<file path="src/rtl/nco_clk_gen_if.sv">
// nco_clk_gen_if: control and status bundle for the multi-channel NCO clock
// generator. Carries the per-channel enable, the FCW valid/ready handshake,
// the shared slew step and the generated clock/tick/lock outputs.
// The slave modport is the generator side; the master modport is the
// controller side.
interface nco_clk_gen_if #(
  parameter int unsigned NUM_CH = 4,
  parameter int unsigned ACC_W  = 32,
  parameter int unsigned SLEW_W = 16
);

  logic [NUM_CH-1:0]            en_i;
  logic [NUM_CH-1:0][ACC_W-1:0] fcw_i;
  logic [NUM_CH-1:0]            fcw_valid_i;
  logic [NUM_CH-1:0]            fcw_ready_o;
  logic [SLEW_W-1:0]            slew_step_i;
  logic [NUM_CH-1:0]            clk_o;
  logic [NUM_CH-1:0]            tick_o;
  logic [NUM_CH-1:0]            locked_o;

  modport slave (
    input  en_i,
    input  fcw_i,
    input  fcw_valid_i,
    output fcw_ready_o,
    input  slew_step_i,
    output clk_o,
    output tick_o,
    output locked_o
  );

  modport master (
    output en_i,
    output fcw_i,
    output fcw_valid_i,
    input  fcw_ready_o,
    output slew_step_i,
    input  clk_o,
    input  tick_o,
    input  locked_o
  );

endinterface

</file>
<file path="src/rtl/nco_clk_gen.sv">
// nco_clk_gen: multi-channel numerically controlled clock generator.
// Each channel owns a phase accumulator advanced by its current FCW. New
// FCWs arrive over a valid/ready handshake and the current FCW is
// slew-limited toward the target, so frequency ramps instead of stepping.
// Output frequency per channel is f_clk * FCW / 2^ACC_W.
//
// Optional build macro NCO_SYNC_EN: adds sync_i, a pulse that clears the
// accumulator of every channel in RAMP or RUN on the next edge.
module nco_clk_gen #(
  parameter int unsigned NUM_CH = 4,
  parameter int unsigned ACC_W  = 32,
  parameter int unsigned SLEW_W = 16
) (
  input  logic clk_i,
  input  logic arst_ni,
`ifdef NCO_SYNC_EN
  input  logic sync_i,
`endif
  nco_clk_gen_if.slave bus
);

  typedef enum logic [1:0] {
    ST_IDLE = 2'd0,
    ST_RAMP = 2'd1,
    ST_RUN  = 2'd2
  } state_e;

  state_e            state_q   [NUM_CH];
  state_e            state_d   [NUM_CH];
  logic [ACC_W-1:0]  acc_q     [NUM_CH];
  logic [ACC_W-1:0]  acc_d     [NUM_CH];
  logic [ACC_W-1:0]  cur_fcw_q [NUM_CH];
  logic [ACC_W-1:0]  cur_fcw_d [NUM_CH];
  logic [ACC_W-1:0]  tgt_fcw_q [NUM_CH];
  logic [ACC_W-1:0]  tgt_fcw_d [NUM_CH];
  logic [ACC_W:0]    sum_s     [NUM_CH];
  logic [NUM_CH-1:0] clk_q;
  logic [NUM_CH-1:0] clk_d;
  logic [NUM_CH-1:0] tick_q;
  logic [NUM_CH-1:0] tick_d;
  logic [NUM_CH-1:0] accept_s;
  logic              sync_s;

`ifdef NCO_SYNC_EN
  assign sync_s = sync_i;
`else
  assign sync_s = 1'b0;
`endif

  // Move cur one slew step toward tgt; a zero step or a remaining distance
  // no larger than the step lands exactly on tgt, so it never overshoots.
  function automatic logic [ACC_W-1:0] ramp_next(
    input logic [ACC_W-1:0]  cur,
    input logic [ACC_W-1:0]  tgt,
    input logic [SLEW_W-1:0] step
  );
    logic [ACC_W-1:0] step_ext;
    logic [ACC_W-1:0] delta;
    logic [ACC_W-1:0] res;
    step_ext = ACC_W'(step);
    if (tgt >= cur) begin
      delta = tgt - cur;
    end else begin
      delta = cur - tgt;
    end
    if ((step_ext == {ACC_W{1'b0}}) || (step_ext >= delta)) begin
      res = tgt;
    end else if (tgt > cur) begin
      res = cur + step_ext;
    end else begin
      res = cur - step_ext;
    end
    return res;
  endfunction

  // Per-channel next-state, handshake, ramp and accumulator logic.
  always_comb begin
    for (int ch = 0; ch < NUM_CH; ch++) begin
      accept_s[ch]  = bus.fcw_valid_i[ch] && (state_q[ch] != ST_RAMP);
      sum_s[ch]     = {1'b0, acc_q[ch]} + {1'b0, cur_fcw_q[ch]};
      state_d[ch]   = state_q[ch];
      acc_d[ch]     = acc_q[ch];
      cur_fcw_d[ch] = cur_fcw_q[ch];
      tgt_fcw_d[ch] = accept_s[ch] ? bus.fcw_i[ch] : tgt_fcw_q[ch];
      clk_d[ch]     = 1'b0;
      tick_d[ch]    = 1'b0;

      if (!bus.en_i[ch]) begin
        // Disabled: park in IDLE with a cleared phase, keep both FCWs.
        state_d[ch] = ST_IDLE;
        acc_d[ch]   = {ACC_W{1'b0}};
      end else begin
        clk_d[ch] = acc_q[ch][ACC_W-1];
        case (state_q[ch])
          ST_IDLE: begin
            // Compare against the post-transfer target so a word accepted
            // on the enabling edge is not lost.
            if (cur_fcw_q[ch] == tgt_fcw_d[ch]) begin
              state_d[ch] = ST_RUN;
            end else begin
              state_d[ch] = ST_RAMP;
            end
          end
          ST_RAMP: begin
            acc_d[ch]     = sync_s ? {ACC_W{1'b0}} : sum_s[ch][ACC_W-1:0];
            tick_d[ch]    = sync_s ? 1'b0 : sum_s[ch][ACC_W];
            cur_fcw_d[ch] = ramp_next(cur_fcw_q[ch], tgt_fcw_q[ch],
                                      bus.slew_step_i);
            if (cur_fcw_d[ch] == tgt_fcw_q[ch]) begin
              state_d[ch] = ST_RUN;
            end else begin
              state_d[ch] = ST_RAMP;
            end
          end
          ST_RUN: begin
            acc_d[ch]  = sync_s ? {ACC_W{1'b0}} : sum_s[ch][ACC_W-1:0];
            tick_d[ch] = sync_s ? 1'b0 : sum_s[ch][ACC_W];
            if (accept_s[ch] && (bus.fcw_i[ch] != cur_fcw_q[ch])) begin
              state_d[ch] = ST_RAMP;
            end else begin
              state_d[ch] = ST_RUN;
            end
          end
          default: begin
            state_d[ch] = ST_IDLE;
            acc_d[ch]   = {ACC_W{1'b0}};
          end
        endcase
      end
    end
  end

  // State, accumulator, FCW and output registers for all channels.
  always_ff @(posedge clk_i or negedge arst_ni) begin
    if (!arst_ni) begin
      for (int ch = 0; ch < NUM_CH; ch++) begin
        state_q[ch]   <= ST_IDLE;
        acc_q[ch]     <= {ACC_W{1'b0}};
        cur_fcw_q[ch] <= {ACC_W{1'b0}};
        tgt_fcw_q[ch] <= {ACC_W{1'b0}};
      end
      clk_q  <= {NUM_CH{1'b0}};
      tick_q <= {NUM_CH{1'b0}};
    end else begin
      for (int ch = 0; ch < NUM_CH; ch++) begin
        state_q[ch]   <= state_d[ch];
        acc_q[ch]     <= acc_d[ch];
        cur_fcw_q[ch] <= cur_fcw_d[ch];
        tgt_fcw_q[ch] <= tgt_fcw_d[ch];
      end
      clk_q  <= clk_d;
      tick_q <= tick_d;
    end
  end

  // Status outputs decoded straight from the registered state.
  always_comb begin
    for (int ch = 0; ch < NUM_CH; ch++) begin
      bus.fcw_ready_o[ch] = (state_q[ch] != ST_RAMP);
      bus.locked_o[ch]    = (state_q[ch] == ST_RUN);
    end
    bus.clk_o  = clk_q;
    bus.tick_o = tick_q;
  end

endmodule

</file>
<file path="src/flat_wrapper.sv">
// flat-port wrapper written by rule: the top's interface ports become plain ports
module nco_clk_gen_flat 
#(
  parameter int unsigned NUM_CH = 4,
  parameter int unsigned ACC_W  = 32,
  parameter int unsigned SLEW_W = 16
)
  (clk_i, arst_ni, bus_en_i, bus_fcw_i, bus_fcw_valid_i, bus_fcw_ready_o, bus_slew_step_i, bus_clk_o, bus_tick_o, bus_locked_o);
  nco_clk_gen_if #(.NUM_CH(NUM_CH), .ACC_W(ACC_W), .SLEW_W(SLEW_W)) bus_i ();
  input  logic clk_i;
  input  logic arst_ni;
  input wire logic [$bits(bus_i.en_i)-1:0] bus_en_i;
  input wire logic [$bits(bus_i.fcw_i)-1:0] bus_fcw_i;
  input wire logic [$bits(bus_i.fcw_valid_i)-1:0] bus_fcw_valid_i;
  output wire logic [$bits(bus_i.fcw_ready_o)-1:0] bus_fcw_ready_o;
  input wire logic [$bits(bus_i.slew_step_i)-1:0] bus_slew_step_i;
  output wire logic [$bits(bus_i.clk_o)-1:0] bus_clk_o;
  output wire logic [$bits(bus_i.tick_o)-1:0] bus_tick_o;
  output wire logic [$bits(bus_i.locked_o)-1:0] bus_locked_o;
  assign bus_i.en_i = bus_en_i;
  assign bus_i.fcw_i = bus_fcw_i;
  assign bus_i.fcw_valid_i = bus_fcw_valid_i;
  assign bus_fcw_ready_o = bus_i.fcw_ready_o;
  assign bus_i.slew_step_i = bus_slew_step_i;
  assign bus_clk_o = bus_i.clk_o;
  assign bus_tick_o = bus_i.tick_o;
  assign bus_locked_o = bus_i.locked_o;
  nco_clk_gen #(.NUM_CH(NUM_CH), .ACC_W(ACC_W), .SLEW_W(SLEW_W)) u_core (.clk_i(clk_i), .arst_ni(arst_ni), .bus(bus_i));
endmodule
</file>
<file path="config.mk">
export PLATFORM = sky130hd
export DESIGN_NAME = nco_clk_gen_flat
export DESIGN_NICKNAME = d
export VERILOG_FILES = /design/src/rtl/nco_clk_gen_if.sv /design/src/rtl/nco_clk_gen.sv /design/src/flat_wrapper.sv
export SDC_FILE = /design/constraint.sdc
export NUM_CORES = 2
export LEC_CHECK = 0
export CAP_MARGIN = 0
export CORE_AREA = 2 2 291 508
export CTS_CLUSTER_SIZE = 24
export DETAILED_ROUTE_END_ITERATION = 8
export DIE_AREA = 0 0 293 510
export PLACE_DENSITY = 0.5
export SYNTH_ARGS = -nofsm -noshare
export SYNTH_HDL_FRONTEND = slang
export SYNTH_SLANG_ARGS = --single-unit
</file>
<file path="constraint.sdc">
create_clock -name clk_i -period 8.7 [get_ports clk_i]
set_clock_uncertainty 0.2 [all_clocks]
set_input_delay 0.87 -clock clk_i [delete_from_list [all_inputs] [get_ports clk_i]]
set_output_delay 0.87 -clock clk_i [all_outputs]
set_load 0.02 [all_outputs]
</file>
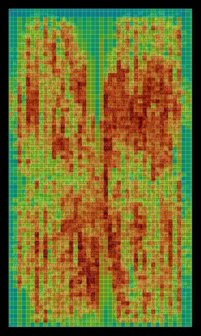
*Routing congestion map*
fin util: 39.0%
met1 usage: 30.5%
met2 global-route usage: 52.0%
routed len/inst: 25.3 um
GRT Max-Usage Layer: met2

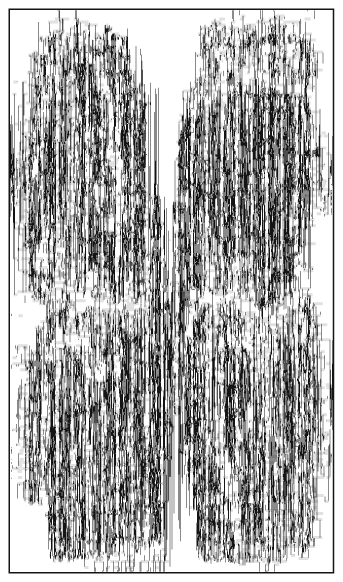
*M2 wires*
Cells faint in the background.
nets with wire on the layer: 6043
main direction: vertical
Via Count: 48700
overall routed net length: 213000 um

==> impl_metrics.toml <==
# implementation run metrics
[run_status]
violations = "hold timing"
outcome = "finished with violations"

[global_route]
grt_pass1_vias = 49200
grt_max_degree = 121
gr-total-overflow = 0
grt_use_total_pct = 27.8
grt_pass1_wl_um = 314000

[final_layout]
final_cell_count_no_fill = 8430
seqCellArea_sq_um = 10000
clk_share_pct = 3.02
n_antenna_cell = 2
comb_cells = 5331
mostFrequentLayoutCells = "nand2_1, ha_1, a21oi_1"
final_common_cell = "nand2_1"
comb_share_pct = 67.0
buffers = 352
fin_nets = 7276
inv_count = 387
postLayoutCellArea_sq_um = 56600
nFillCells = 15000
nonClkBufAreaFrac_pct = 5.58
dominant_cells = "multi-input combinational cells"
area_delta_synth_final_pct = 12.0
area.combinational_sq_um = 37900
seq_cell_count = 400
layout-drive-gt1-share_pct = 6.98

[logic_synthesis]
yosysWarnings = 0
fp_nets = 7163
syn_avg_cell_area_sq_um = 7.89
ys_async_sr_fraction_pct = 100
synth_cell_types = 99
dominantRegCellSynth = "dfrtp_1"
synth_seq_share_pct = 19.8
ys_cells = 6407
ys.flops = 400
edf_count = 0

[clock_network]
clk_pin_slew_ns = 0.07
cts-root-buf = "clkbuf_16"
cts_sinks = 400
cts_resized = 0
clk_latency_ns = 0.68
postCtsHoldBufs = 0
cts_made_buffers = 48
cts_buffer_depth = 3

[setup_path]
crit_top_cell = "buf_4"
crit_path_end_kind = "flop"
endpoint = "u_core.state_q[4]$_DFF_PN0_"
r2r-start = "u_core.tgt_fcw_q[83]$_DFF_PN0_"
crit_buf_inv = 5
slowest_delay_ns = 0.86
worst-path-stages = 26
reg2regPathDepth = 26
path_delay_family = "AND-OR/OR-AND gates"
worstSetupPathType = "reg -> reg"

[detailed_routing]
route.detailed.drc = 0
vias_per_cell = 5.77
drt-pass1-iter-count = 5

[floorplanning]
die_h_um = 510
fp_util_pct = 34.8
row_count = 185
io_pins = 170
die_w_um = 293
core_sq_um = 145000
tap_cells = 1870

[timing]
grt_setup_unrepaired = "no"
drv_slew = 0
setup_viol = 0
setup_slack_ns = 0.437
relSlewSlack_pct = 25.5
whs_ns = -0.0331
layout_min_cycle_time_ns = 8.26
hold_viol = 4
fin_crit_sh_pct = 95.0
tightest_slew_ns = 1.11
setup_tns_ns = 0

[placement]
hpwl_um = 174000
place_ws_ns = 0.160
numPortBuffers = 169

[flow_run]
cap_violations = 0
warning_count = 168
## per-layer routing
| metal | GRT usage, % | part of all wire [%] | vias to the layer above | routed length [um] |
|---|---|---|---|---|
| met2 | 52.0 | 51 | 1289 | 110000 |
| li1 | - | - | 23300 | - |
| met3 | 2.17 | 3.0 | 467 | 6460 |
| met1 | 30.5 | 39 | 23600 | 82400 |
| met5 | 0 | 0.0042 | - | 9 |
| met4 | 16.2 | 6.8 | 2 | 14400 |
## kinds of logic (layout without fill, tap and decap cells)
family | count (synthesis) | count (layout) | synth area share, %
muxes | 222 | 222 | 4.59
buffers and inverters | 676 | 827 | 5.30
and+or+nand+nor | 1903 | 1903 | 18.5
other | 0 | 2 | 0
adders and majority gates | 602 | 602 | 15.1
AOI/OAI and AO/OA | 1881 | 1881 | 24.0
xor gates and xnor gates | 723 | 723 | 12.7
DFF | 400 | 400 | 19.8
## state kept, by name, summed over array words and instances, names as in the netlist
name / cells
u_core.acc_q: 128
u_core.cur_fcw_q: 128
u_core.tgt_fcw_q: 128
u_core.state_q: 8
u_core.bus.clk_o: 4
u_core.bus.tick_o: 4
## synth_stat cells (90+ instances only)
library cell	n	area share [%]
nand2_1	684	5.1
ha_1	586	14
a21oi_1	516	5.1
xnor2_1	490	8.5
dfrtp_1	400	20
inv_1	387	2.9
o21ai_0	358	3.5
nor2_1	319	2.4
xor2_1	227	3.9
clkbuf_1	223	1.7
a21o_1	185	2.7
nand3_1	149	1.5
mux2i_1	141	2.8
nor3_1	119	1.2
nand4_1	118	1.5
o21ai_1	114	1.1
a22o_1	90	1.6
